==> src/rtl/fifo_write_arbiter.sv <==
// -----------------------------------------------------------------------------
// fifo_write_arbiter
//   Shares one FIFO write port between NUM_REQ producers. Grants rotate
//   round-robin and each grant is limited to BURST_LEN accepted words, so no
//   producer can starve the others. The FIFO write side is driven
//   combinationally from the granted producer with zero added latency.
//
//   Build option: FIFO_WRITE_ARB_PRIO_EN
//     defined   - requester 0 wins every pick point it is valid at, and its
//                 bursts do not move last_grant, so requesters 1..N-1 keep
//                 their rotation.
//     undefined - pure round-robin.
//
// Ports
//   clk           system clock
//   reset         asynchronous, active-low reset
//   req_valid     per-requester word valid
//   req_data      requester i word at [i*DATA_WIDTH +: DATA_WIDTH]
//   req_ready     per-requester accept (one-hot or zero)
//   fifo_wr_data  FIFO write data (don't-care while fifo_wr_en is low)
//   fifo_wr_en    FIFO write enable
//   fifo_full     FIFO full flag
//   grant         registered one-hot current owner, zero when idle
//   busy          high while a burst is granted
//
// state   | meaning
// --------+-------------------------------------------------------------
// S_IDLE  | no owner; the first valid request is picked on the next edge
// S_BURST | grant owns the FIFO port until BURST_LEN words or valid drops
// -----------------------------------------------------------------------------
module fifo_write_arbiter #(
   parameter int NUM_REQ    = 4,
   parameter int DATA_WIDTH = 8,
   parameter int BURST_LEN  = 4
) (
   input  logic                          clk,
   input  logic                          reset,
   input  logic [NUM_REQ-1:0]            req_valid,
   input  logic [NUM_REQ*DATA_WIDTH-1:0] req_data,
   output logic [NUM_REQ-1:0]            req_ready,
   output logic [DATA_WIDTH-1:0]         fifo_wr_data,
   output logic                          fifo_wr_en,
   input  logic                          fifo_full,
   output logic [NUM_REQ-1:0]            grant,
   output logic                          busy
);

   localparam int CNT_W = $clog2(BURST_LEN + 1);
   localparam int LG_W  = (NUM_REQ > 1) ? $clog2(NUM_REQ) : 1;

   localparam logic [0:0] S_IDLE  = 1'b0;
   localparam logic [0:0] S_BURST = 1'b1;

   logic [0:0]            r_state;
   logic [NUM_REQ-1:0]    r_grant;
   logic [LG_W-1:0]       r_last;
   logic [CNT_W-1:0]      r_count;

   logic [0:0]            w_state_nxt;
   logic [NUM_REQ-1:0]    w_grant_nxt;
   logic [LG_W-1:0]       w_last_nxt;
   logic [CNT_W-1:0]      w_count_nxt;

   logic [NUM_REQ-1:0]    w_ready;
   logic                  w_xfer;
   logic                  w_owner_valid;
   logic                  w_burst_end;
   logic [LG_W-1:0]       w_gidx;
   logic [LG_W-1:0]       w_new_last;
   logic [NUM_REQ-1:0]    w_pick_idle;
   logic [NUM_REQ-1:0]    w_pick_end;
   logic [DATA_WIDTH-1:0] w_wr_data;

   // First valid requester strictly after base, wrapping; base itself is
   // checked last so the previous owner has lowest priority.
   function automatic logic [NUM_REQ-1:0] f_pick(input logic [NUM_REQ-1:0] v,
                                                 input logic [LG_W-1:0]    base);
      logic [NUM_REQ-1:0] sel;
      logic               found;
      int                 idx;
      sel   = '0;
      found = 1'b0;
      for (int k = 1; k <= NUM_REQ; k++) begin
         idx = (int'(base) + k) % NUM_REQ;
         for (int j = 0; j < NUM_REQ; j++) begin
            if (!found && (j == idx) && v[j]) begin
               sel[j] = 1'b1;
               found  = 1'b1;
            end
         end
      end
      return sel;
   endfunction

   assign busy          = (r_state == S_BURST);
   assign grant         = r_grant;
   assign w_ready       = busy ? (r_grant & {NUM_REQ{~fifo_full}}) : '0;
   assign req_ready     = w_ready;
   assign w_xfer        = |(req_valid & w_ready);
   assign fifo_wr_en    = w_xfer;
   assign w_owner_valid = |(req_valid & r_grant);

   // A full FIFO blocks the transfer but the owner keeps valid high, so the
   // burst is simply held rather than ended.
   assign w_burst_end = !w_owner_valid ||
                        (w_xfer && (r_count == CNT_W'(BURST_LEN - 1)));

   always_comb begin
      w_gidx    = '0;
      w_wr_data = '0;
      for (int j = 0; j < NUM_REQ; j++) begin
         if (r_grant[j]) begin
            w_gidx    = w_gidx | LG_W'(j);
            w_wr_data = w_wr_data | req_data[j*DATA_WIDTH +: DATA_WIDTH];
         end
      end
   end

   assign fifo_wr_data = w_wr_data;

`ifdef FIFO_WRITE_ARB_PRIO_EN
   // Requester 0 bursts leave the rotation pointer where it was.
   assign w_new_last  = r_grant[0] ? r_last : w_gidx;
   assign w_pick_idle = req_valid[0] ? NUM_REQ'(1) : f_pick(req_valid, r_last);
   assign w_pick_end  = req_valid[0] ? NUM_REQ'(1) : f_pick(req_valid, w_new_last);
`else
   assign w_new_last  = w_gidx;
   assign w_pick_idle = f_pick(req_valid, r_last);
   assign w_pick_end  = f_pick(req_valid, w_new_last);
`endif

   always_comb begin
      w_state_nxt = r_state;
      w_grant_nxt = r_grant;
      w_last_nxt  = r_last;
      w_count_nxt = r_count;
      case (r_state)
         S_IDLE: begin
            if (|req_valid) begin
               w_grant_nxt = w_pick_idle;
               w_count_nxt = '0;
               w_state_nxt = S_BURST;
            end
         end
         S_BURST: begin
            if (w_burst_end) begin
               // Handover uses this cycle's valids, so there is no bubble.
               w_last_nxt  = w_new_last;
               w_count_nxt = '0;
               if (|req_valid) begin
                  w_grant_nxt = w_pick_end;
               end else begin
                  w_grant_nxt = '0;
                  w_state_nxt = S_IDLE;
               end
            end else if (w_xfer) begin
               w_count_nxt = r_count + CNT_W'(1);
            end
         end
         default: begin
            w_state_nxt = S_IDLE;
            w_grant_nxt = '0;
            w_count_nxt = '0;
         end
      endcase
   end

   always_ff @(posedge clk or negedge reset) begin
      if (!reset) begin
         r_state <= S_IDLE;
         r_grant <= '0;
         r_last  <= LG_W'(NUM_REQ - 1);
         r_count <= '0;
      end else begin
         r_state <= w_state_nxt;
         r_grant <= w_grant_nxt;
         r_last  <= w_last_nxt;
         r_count <= w_count_nxt;
      end
   end

endmodule

==> config.mk <==
export PLATFORM = sky130hd
export DESIGN_NAME = fifo_write_arbiter
export DESIGN_NICKNAME = d
export VERILOG_FILES = /design/src/rtl/fifo_write_arbiter.sv
export SDC_FILE = /design/constraint.sdc
export NUM_CORES = 1
export LEC_CHECK = 0
export ABC_AREA = 1
export CORE_MARGIN = 5
export CORE_UTILIZATION = 39
export CTS_CLUSTER_SIZE = 10
export DETAILED_ROUTE_END_ITERATION = 10
export MAX_ROUTING_LAYER = met4
export PLACE_DENSITY_LB_ADDON = 0.05
export SLEW_MARGIN = 20
export SYNTH_ARGS = -nofsm -noshare
export SYNTH_HDL_FRONTEND = slang
export SYNTH_SLANG_ARGS = --single-unit
export TNS_END_PERCENT = 5
==> constraint.sdc <==
create_clock -name clk -period 1.9 [get_ports clk]
set_clock_uncertainty 0.2 [all_clocks]
set_input_delay 0.475 -clock clk [delete_from_list [all_inputs] [get_ports clk]]
set_output_delay 0.475 -clock clk [all_outputs]
set_load 0.005 [all_outputs]
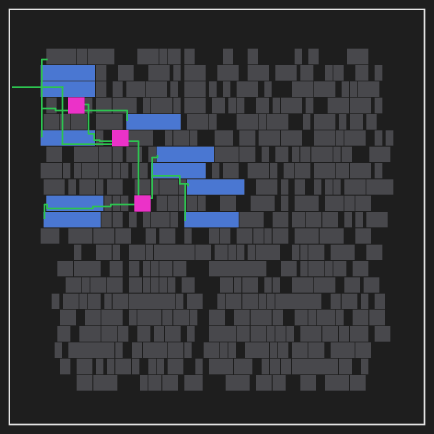
Figure 1: run 1, clock distribution.
Drawn at 6 px/micron.
[magenta] cells driving clock nets | count: 3
[blue] flip-flops | count: 10
[green] clock wires | length: 129 microns
routed clock nets: 4

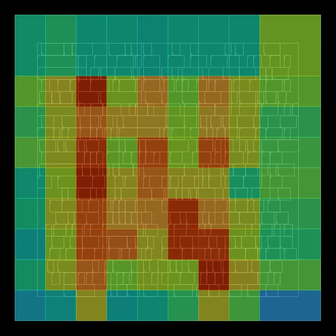
Figure 2: run 1, congestion heat map.
Top Usage Layer GRT: met2
Finished Core Util: 0.778
met1 Use GR: 0.286
Overall Global Routing Usage: 0.233

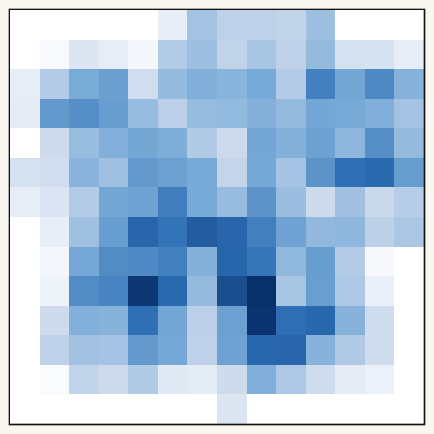
Figure 3: run 1, wire density map.
Drawn at 6 px/micron. The die is cut into 14 by 14 equal tiles; white is low, dark blue is high, scaled to the fullest tile. Values are wire area over tile area, all layers added.
tiles over half the peak: 29%
mean over tiles: 0.18
fullest tile: 0.50
wire per inst: 13.2 microns
Routed Wire Length: 5.23 mm
routed vias: 1939

==> Slide: Implementation Results, run 1 <==
Flow Results at a Glance

Run status
  – Outcome: finished, violations left
  – Failing checks: negative setup slack

Synthesis
  – Post-Syn Area: 1360 sq um
  – YS warnings: 0
  – Chip area in the Yosys report: 1360 sq um
  – Yosys top cell by area: nand2_1
  – Xor/xnor share: 0
  – Top area cell types: nand2_1 (18%), dfrtp_1 (15%), nor2_1 (7.2%)
  – Register area share after synthesis: 0.187
  – Synth Area in Adders: 0.0185
  – Mux share: 0
  – Ys cells: 225
  – Yosys simple share: 0.566

Cells and area
  – Diodes inserted: 0
  – Ratio of cells with drive above 1 in the final layout: 0.423
  – Clk tree area frac: 0.0139
  – Top Layout Cells: buf_4 (66), nand2_1 (64), clkdlybuf4s50_1 (34)
  – Fin area: 2620 sq um
  – Register share of the cell area: 0.0976
  – Non-clk bufs: 128
  – Synthesis-to-finish area growth: 93.1%
  – Layout clock buffer count: 4
  – Final nets: 392
  – Flop area: 255 sq um
  – Fill count: 286
  – Fin cells: 396
  – Most instantiated logic cell after routing: buf_4
  – Non-CTS inverters: 31
  – Area-dominant class: logic gates

Timing
  – Final Max Tran Viols: 0
  – Max-slew headroom: 0.689
  – Least-Margin Pin Slew: 0.465 ns
  – Fmax: 0.452 GHz
  – Hold Slack: 0.329 ns
  – Worst Slack Setup Final: -0.312 ns
  – Final Cycle Share: 1.16
  – Final hold violations: 0
  – # setup viols final: 19
  – RSZ-0062 raised after global routing: true

Place
  – Placed Area: 2370 sq um
  – Cell Count Post-Placement: 375
  – Port bufs: 56
  – Placed wire-length estimate: 3.99 mm

Route
  – Routed vias/inst: 4.90
  – ANT nets after route: 0
  – Routed length on met3: 362 microns
  – Initial DRC Count: 65
  – Residual DRC: 0
  – Met1 WL: 2.26 mm

Floorplan
  – FP Rows: 21
  – I/O Pins: 57
  – Die X: 68.9 microns
  – # Taps: 46
  – Core ar.: 3360 sq um
  – Fp util: 0.403

Worst setup path
  – CP Data Required Time: 1.22 ns
  – Critical Path Start Type: register
  – Crit path DAT: 1.54 ns
  – Critical Path Source: grant[2]$_DFFE_PN0P_
  – Critical path peak fanout: 5

Clocking
  – TritonCTS Sinks: 10
  – Clock transition at the registers of the reported paths: 0.07 ns
  – H-Tree Depth: 1
  – TritonCTS Buffers: 3
  – Clock Tree Root: clkbuf_4

GRT
  – Met2 global-route usage: 0.395
  – Met3 usage: 0.0454
  – GRT overflow: 0
  – Vias in the first global route: 1862
  – Initial antenna violation count: 0

Run
  – Max-cap viol count: 0
  – Stage-log warning count: 29

Min path
  – Hold Path Class: input pin to async pin

Power
  – PD cells: 1460 nW/um^2
  – Peak VDD IR: 1.08 mV
-- run 1: repair_timing --
item                                    4_1_cts  5_1_grt
buffers inserted                             12        5
pin swaps                                    22       11
endpoints found under the setup margin       27       24
resized                                      68       31
endpoints found under the hold margin         0        0
-- run 1: where the power goes --
group | total [mW] | internal (mW) | leakage, nW | switching [mW]
clock | 0.190 | 0.116 | 0.0210 | 0.0739
sequential | 0.431 | 0.319 | 0.118 | 0.113
combinational | 3.20 | 1.61 | 1.13 | 1.58
-- run 1: final timing paths --
path,endpoint,slack [ns],cells past startpoint
max in group asynchronous,r_last[0]$_DFFE_PN1P_,0.83,1
setup / recovery,fifo_wr_en,-0.31,5
min in group clk,r_last[0]$_DFFE_PN1P_,0.33,2
hold reg to reg,r_last[0]$_DFFE_PN1P_,0.33,2
setup reg to reg,grant[0]$_DFFE_PN0P_,-0.29,13
hold / removal,grant[1]$_DFFE_PN0P_,0.33,1
-- run 1: cell families after synthesis --
kind of cell               count (synthesis)
and+or+nand+nor                          150
buffers and inverters                     38
AOI/OAI and AO/OA                         25
DFF                                       10
adders and majority gates                  2
-- run 1: cell usage after synthesis (all sizes together) --
master	number
clkbuf	1
nand4	19
o22ai	1
clkinv	1
nor3	4
o311ai	1
nand3	18
nor4	1
dfstp	2
nor2	39
a21oi	8
o21a	2
nand3b	1
nand2	68
o21ai	9
o211ai	1
a221oi	1
ha	2
buf	6
inv	30
dfrtp	8
o21bai	2
-- run 1: registers in the layout, indices dropped and copies added (netlist names) --
name / count
busy: 1
grant: 4
r_count: 3
r_last: 2
-- run 1: critical path, cell delays in order, from the launching register on --
cell      delay [ns]
dfrtp_2         0.46
buf_4           0.16
buf_6           0.11
a221oi_4        0.34
nor2_4          0.07
buf_2           0.13
==> inputs of run 2 (changes only) <==
--- a/config.mk
+++ b/config.mk
@@ -12,5 +12,5 @@
 export DETAILED_ROUTE_END_ITERATION = 10
 export MAX_ROUTING_LAYER = met4
-export PLACE_DENSITY_LB_ADDON = 0.05
+export PLACE_DENSITY = 0.77
 export SLEW_MARGIN = 20
 export SYNTH_ARGS = -nofsm -noshare
==> constraint.sdc (replaced) <==
create_clock -name clk -period 1.9 [get_ports clk]
set_clock_uncertainty 0.2 [all_clocks]
set_input_delay 0.475 -clock clk [delete_from_list [all_inputs] [get_ports clk]]
set_output_delay 0.475 -clock clk [all_outputs]
set_load 0.05 [all_outputs]
==> run 2 against run 1 <==
Net effect:
- the flow still finishes with violations (negative setup slack)
- routed wire length up 19%
- cell area up 8.8%
- setup slack better by 0.026 ns
==> Slide: Implementation Results, run 2 <==
Flow Results at a Glance

Synthesis
  – Register area share after synthesis: 0.187 (unchanged)
  – Async SR Flop Fraction: 1.00 (unchanged)
  – Synth Flop Type: dfrtp_1 (unchanged)
  – Chip area in the Yosys report: 1360 sq um (unchanged)
  – Yosys top cell by area: nand2_1 (unchanged)
  – Most frequent cell after synthesis: nand2_1 (unchanged)
  – Post-synth top cells: nand2_1 (65), nor2_1 (26), inv_1 (22), nand3_1 (15), nand4_1 (15) (unchanged)
  – Post-Syn Area: 1360 sq um (unchanged)
  – Count of library flops with an enable pin: 0 (unchanged)
  – YS warnings: 0 (unchanged)
  – Ys cells: 225 (unchanged)

Floorplan
  – I/O Pins: 57 (unchanged)
  – Die X: 68.9 microns (unchanged)
  – # Taps: 46 (unchanged)
  – Fp util: 0.403 (unchanged)

Timing
  – Final Max Tran Viols: 0 (unchanged)
  – # setup viols final: 19 (unchanged)
  – Final Cycle Share: 1.15 (was 1.16)
  – Final hold violations: 0 (unchanged)
  – Fmax: 0.457 GHz (was 0.452 GHz)
  – Worst Slack Setup Final: -0.286 ns (was -0.312 ns)

Run status
  – Outcome: finished, violations left (unchanged)
  – Failing checks: negative setup slack (unchanged)

Route
  – Wire per inst: 16.0 microns (was 13.2 microns)
  – ANT nets after route: 0 (unchanged)
  – Routed vias: 2061 (was 1939)
  – Routed vias/inst: 5.33 (was 4.90)
  – Routed Wire Length: 6.20 mm (was 5.23 mm)
  – Residual DRC: 0 (unchanged)
  – Initial DRC Count: 181 (was 65)

Place
  – Port bufs: 56 (unchanged)

Run
  – Stage-log warning count: 29 (unchanged)
  – Max-cap viol count: 0 (unchanged)

Worst setup path
  – Critical Path Source: grant[3]$_DFFE_PN0P_ (was grant[2]$_DFFE_PN0P_)
  – Critical Path Start Type: register (unchanged)
  – Critical path peak fanout: 4 (was 5)
  – Crit path DAT: 2.19 ns (was 1.54 ns)
  – Critical Path End: grant[2]$_DFFE_PN0P_ (was fifo_wr_en)
  – FF-to-FF setup slack: -0.29 ns (about the same)
  – Reg2reg end: grant[2]$_DFFE_PN0P_ (was grant[0]$_DFFE_PN0P_)

Cells and area
  – Top Layout Cells: nand2_1 (56), buf_4 (56), clkdlybuf4s50_1 (33) (was buf_4 (66), nand2_1 (64), clkdlybuf4s50_1 (34))
  – Area-dominant class: buffers (was logic gates)
  – Diodes inserted: 0 (unchanged)
  – Non-CTS inverters: 31 (unchanged)
  – Max FFs per register: 4 (unchanged)
  – Non-clk bufs: 119 (was 128)
  – Synthesis-to-finish area growth: 110% (was 93.1%)
  – Flop area: 259 sq um (was 255 sq um)
  – Clk tree area frac: 0.0128 (was 0.0139)
  – Layout clock buffer count: 4 (unchanged)
  – Ratio of cells with drive above 1 in the final layout: 0.466 (was 0.423)
  – Register share of the cell area: 0.0910 (was 0.0976)

Clocking
  – Clock transition at the registers of the reported paths: 0.07 ns (about the same)
  – Postcts setup bufs: 9 (was 12)
  – Clock Tree Root: clkbuf_4 (unchanged)
  – TritonCTS Buffers: 3 (unchanged)
  – TritonCTS Sinks: 10 (unchanged)

GRT
  – GRT overflow: 0 (unchanged)
  – Vias in the first global route: 2102 (was 1862)
  – Overall Global Routing Usage: 0.277 (was 0.233)
  – Initial antenna violation count: 0 (unchanged)

Power
  – Peak VDD IR: 1.05 mV (was 1.08 mV)
  – PD cells: 1770 nW/um^2 (was 1460 nW/um^2)
[run 2: netlist changes by cell type in the layout (fill, tap and decap cells not counted), sizes merged]
cell           before  now
dlymetal6s2s        1    0
clkdlybuf4s15       3    2
buf                77   81
clkbuf             12    5
clkdlybuf4s50      34   33
dlygate4sd2         5    2
[run 2: per-stage QoR]
| stage | hold slack [ns] | util | power [mW] | cells |
|---|---|---|---|---|
| after floorplan | -0.0206 | - | 2.56 | 225 |
| after global placement | 0.320 | 0.775 | 4.25 | 373 |
| after detailed placement | 0.326 | 0.775 | 4.33 | 373 |
| after CTS | 0.325 | 0.831 | 4.85 | 386 |
| after global routing | 0.334 | 0.846 | 5.35 | 387 |
| final | 0.308 | 0.846 | 5.04 | 387 |
[run 2: cells by family after synthesis]
kind of cell	share of synthesized area
adder cells (fa/ha/maj)	0.0185
AND/OR/NAND/NOR	0.566
AND-OR/OR-AND	0.114
flip-flops	0.187
buffers and inverters	0.115
[run 2: power by group]
part / switching, mW / internal [mW] / total, mW
Clock: 0.0801 / 0.117 / 0.197
Combinational: 2.38 / 2.03 / 4.41
Sequential: 0.116 / 0.323 / 0.438
Total: 2.58 / 2.47 / 5.04
[run 2: metal layers]
layer	track usage	up-vias	part of all wire
met2	0.501	113	0.51
met1	0.296	948	0.37
met5	-	-	0
met4	0.0900	0	0.033
li1	-	977	-
met3	0.0632	23	0.088
[run 2: worst max-delay path, cell delays in order (launching register included)]
cell,delay (ns)
dfrtp_2,0.46
inv_4,0.10
nand2_2,0.09
nand3_2,0.11
nand3_2,0.10
nor2_4,0.12
nand4_4,0.11
nor2_4,0.13
buf_4,0.13
nand3_1,0.07
nor2_1,0.13
nor2_1,0.06
nand2_1,0.10
nand2_1,0.06
a21oi_1,0.13
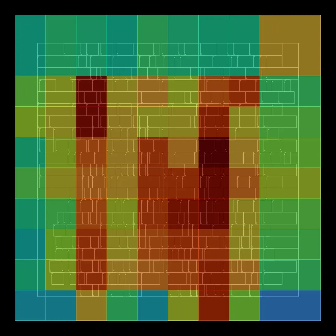
Figure 4: run 2, congestion heat map.
Finished Core Util: 0.846
met1 Use GR: 0.296
met3 usage: 0.0632

==> inputs of run 3 (changes only) <==
CORE_ASPECT_RATIO = 1.75   (was unset)
CORE_MARGIN = 2   (was 5)
CORE_UTILIZATION = 43   (was 39)
PLACE_DENSITY = 0.81   (was 0.77)
clock period = 2.5 ns   (was 1.9 ns; I/O delays follow)
==> run 3 against run 2 <==
Net effect:
- the flow now finishes without violations
- hold slack better by 0.021 ns
- critical path depth down 9
- synthesized cell count unchanged
- sequential share of layout area up 1.3 points
- via count down 9.0%
- sequential power down 22%
- critical endpoint is now fifo_wr_en
- largest cell class is now logic gates
==> Slide: Implementation Results, run 3 <==
Flow Results at a Glance

Run status
  – Outcome: completed (was finished, violations left)

Cells and area
  – Finished Core Util: 0.788 (was 0.846)
  – Diodes inserted: 0 (unchanged)
  – Fin area: 2420 sq um (was 2850 sq um)
  – Final nets: 356 (was 383)
  – Synthesis-to-finish area growth: 78.8% (was 110%)
  – Fill count: 222 (was 187)
  – Ratio of cells with drive above 1 in the final layout: 0.331 (was 0.466)
  – Top Layout Cells: nand2_1 (65), buf_4 (40), clkdlybuf4s50_1 (35) (was nand2_1 (56), buf_4 (56), clkdlybuf4s50_1 (33))
  – Flop area: 253 sq um (was 259 sq um)
  – Max FFs per register: 4 (unchanged)

Worst setup path
  – Critical Path Start Type: input pin (was register)
  – Critical Path End: fifo_wr_en (was grant[2]$_DFFE_PN0P_)
  – Max incr delay on CP: 0.44 ns (was 0.46 ns)
  – Register-to-Register Path Depth: 12 (was 14)
  – FF-to-FF setup slack: 0.19 ns (was -0.29 ns)
  – Crit-path slowest cell: clkdlybuf4s50_1 (was dfrtp_2)
  – Critical path cell sequence: clkdlybuf4s50_1, nor2_2, inv_2, nor2_4, buf_12 (was inv_4, nand2_2, nand3_2, nand3_2, nor2_4, nand4_4, nor2_4, buf_4, nand3_1, nor2_1, nor2_1, nand2_1, nand2_1, a21oi_1)
  – Critical Path Source: fifo_full (was grant[3]$_DFFE_PN0P_)
  – CP Data Required Time: 1.67 ns (was 1.90 ns)

Floorplan
  – Die X: 46.4 microns (was 68.9 microns)
  – Die Height: 78.3 microns (was 68.9 microns)
  – I/O Pins: 57 (unchanged)
  – FP Rows: 27 (was 21)
  – Fp util: 0.441 (was 0.403)
  – Core ar.: 3070 sq um (was 3360 sq um)

Timing
  – Final Max Tran Viols: 0 (unchanged)
  – Hold Slack: 0.330 ns (was 0.308 ns)
  – Least-Margin Pin Slew: 0.489 ns (was 0.447 ns)
  – Max-slew headroom: 0.673 (was 0.701)
  – Final Cycle Share: 0.992
  – Worst Slack Setup Final: 0.0209 ns (was -0.286 ns)
  – # setup viols final: 0 (was 19)

Clocking
  – H-Tree Depth: 1 (unchanged)
  – TritonCTS Buffers: 3 (unchanged)
  – Clock Tree Root: clkbuf_8 (was clkbuf_4)
  – TritonCTS Sinks: 10 (unchanged)
  – Clock transition at the registers of the reported paths: 0.05 ns (was 0.07 ns)

GRT
  – GRT overflow: 0 (unchanged)
  – Vias in the first global route: 1914 (was 2102)
  – Initial antenna violation count: 0 (unchanged)
  – Overall Global Routing Usage: 0.297 (was 0.277)

Synthesis
  – Top area cell types: nand2_1 (18%), dfrtp_1 (15%), nor2_1 (7.2%) (unchanged)
  – YS warnings: 0 (unchanged)
  – Post-synth top cells: nand2_1 (65), nor2_1 (26), inv_1 (22), nand3_1 (15), nand4_1 (15) (unchanged)
  – Chip area in the Yosys report: 1360 sq um (unchanged)
  – Count of library flops with an enable pin: 0 (unchanged)
  – Synth Flop Type: dfrtp_1 (unchanged)
  – Most frequent cell after synthesis: nand2_1 (unchanged)
  – Post-Syn Area: 1360 sq um (unchanged)
  – Async SR Flop Fraction: 1.00 (unchanged)
  – Register area share after synthesis: 0.187 (unchanged)

Route
  – Routed Wire Length: 4.87 mm (was 6.20 mm)
  – Initial DRC Count: 45 (was 181)
  – Wire per inst: 13.7 microns (was 16.0 microns)
  – ANT nets after route: 0 (unchanged)
  – Residual DRC: 0 (unchanged)
  – Routed vias/inst: 5.25 (was 5.33)
  – Routed vias: 1876 (was 2061)

Run
  – Stage-log warning count: 29 (unchanged)

Power
  – Total power: 3.18 mW (was 5.04 mW)
  – Reg power frac: 0.108 (was 0.087)
  – Comb pwr share: 0.829 (was 0.874)
  – P_seq: 0.343 mW (was 0.438 mW)
  – Biggest consumer: combinational logic (unchanged)
  – Peak VDD IR: 0.655 mV (was 1.05 mV)
  – Sw Pwr: 1.68 mW (was 2.58 mW)
  – PD cells: 1310 nW/um^2 (was 1770 nW/um^2)

Place
  – Placed Area: 2320 sq um (was 2610 sq um)
  – Port bufs: 56 (unchanged)
  – Placed wire-length estimate: 4.04 mm (was 4.49 mm)
-- run 3: what timing repair did --
item                                    in CTS  in global routing
setup buffers                                2                  0
resized                                     11                  7
endpoints found under the setup margin      12                  7
pin swaps                                    3                  0
endpoints found under the hold margin        0                  0
-- run 3: final cells by class --
cell class	instances	area share
clock buffer	4	0.0227
sequential	10	0.104
timing repair buffer	92	0.390
multi-input combinational	177	0.411
inverter	31	0.0496
tap	43	0.0222
-- run 3: worst min-delay path by stage --
| stage | startpoint | to | cells after the start |
|---|---|---|---|
| finish | r_count[2]$_DFFE_PN0P_ | r_count[2]$_DFFE_PN0P_ | 2 |
| global route | r_count[1]$_DFFE_PN0P_ | r_count[1]$_DFFE_PN0P_ | 2 |
| CTS | r_last[1]$_DFFE_PN1P_ | r_last[1]$_DFFE_PN1P_ | 2 |
| detailed placement | r_count[2]$_DFFE_PN0P_ | r_count[2]$_DFFE_PN0P_ | 2 |
| global placement | r_count[2]$_DFFE_PN0P_ | r_count[2]$_DFFE_PN0P_ | 2 |
| floorplan | reset | busy$_DFF_PN0_ | 0 |
-- run 3: logic make-up after synthesis --
group | after synthesis | share of synthesized area
flip-flops | 10 | 0.187
buffers and inverters | 38 | 0.115
adder cells (fa/ha/maj) | 2 | 0.0185
AND/OR/NAND/NOR | 150 | 0.566
AND-OR/OR-AND | 25 | 0.114
-- run 3: critical path: cells and delay by family --
family	cells	cell delay [ns]
and+or+nand+nor	2	0.33
buffers and inverters	3	0.70
-- run 3: per-layer routing --
metal | vias up | routed length, microns | track usage
met1 | 861 | 1620 | 0.248
met2 | 74 | 2800 | 0.583
met5 | - | 0 | -
li1 | 919 | - | -
met4 | 0 | 214 | 0.140
met3 | 22 | 245 | 0.0276
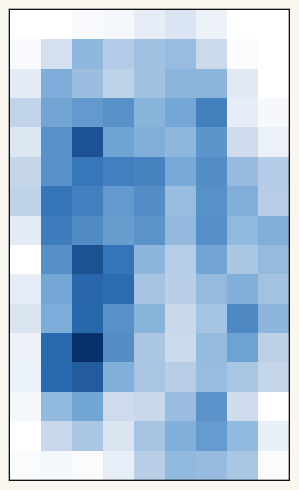
Figure 5: run 3, wire density map.
Drawn at 6 px/micron. The die is cut into 9 by 16 equal tiles; white is low, dark blue is high, scaled to the fullest tile. Values are wire area over tile area, all layers added.
tiles over half the peak: 30%
mean over tiles: 0.22
fullest tile: 0.58
nearly empty tiles: 6.2%
emptiest ninth of the die: top right


==> notes/layouts.md <==
Pictures saved along the way, in no particular order.

Nets reached from selected ports.
Plate I
Drawn at 6 px/micron.
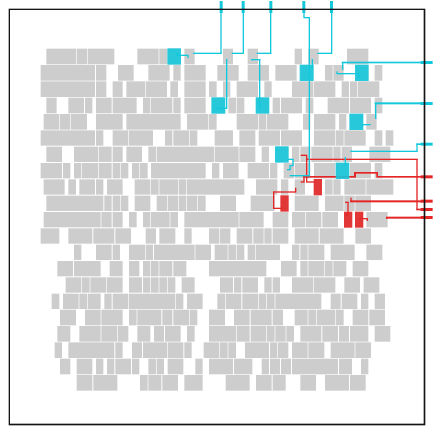
Plate II
Drawn at 8 px/micron.
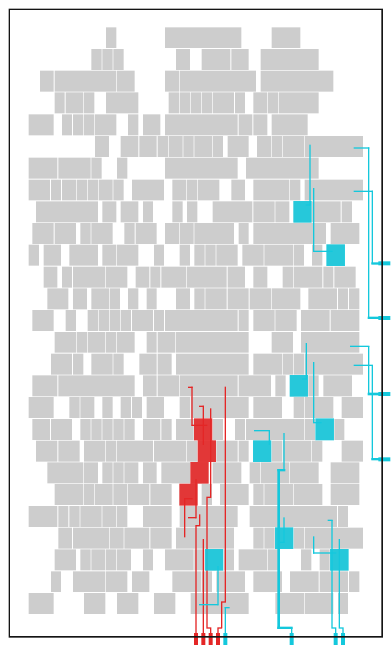
Plate III
Drawn at 6 px/micron.
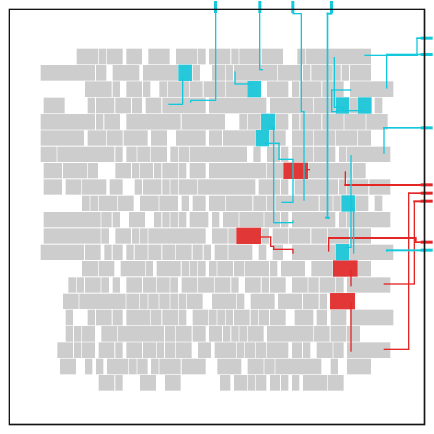
- run 3 = Plate II
- run 2 = Plate III
- run 1 = Plate I
Of these, smallest die: Plate II

No activity file was given, so power comes from the tool's default toggle rates.
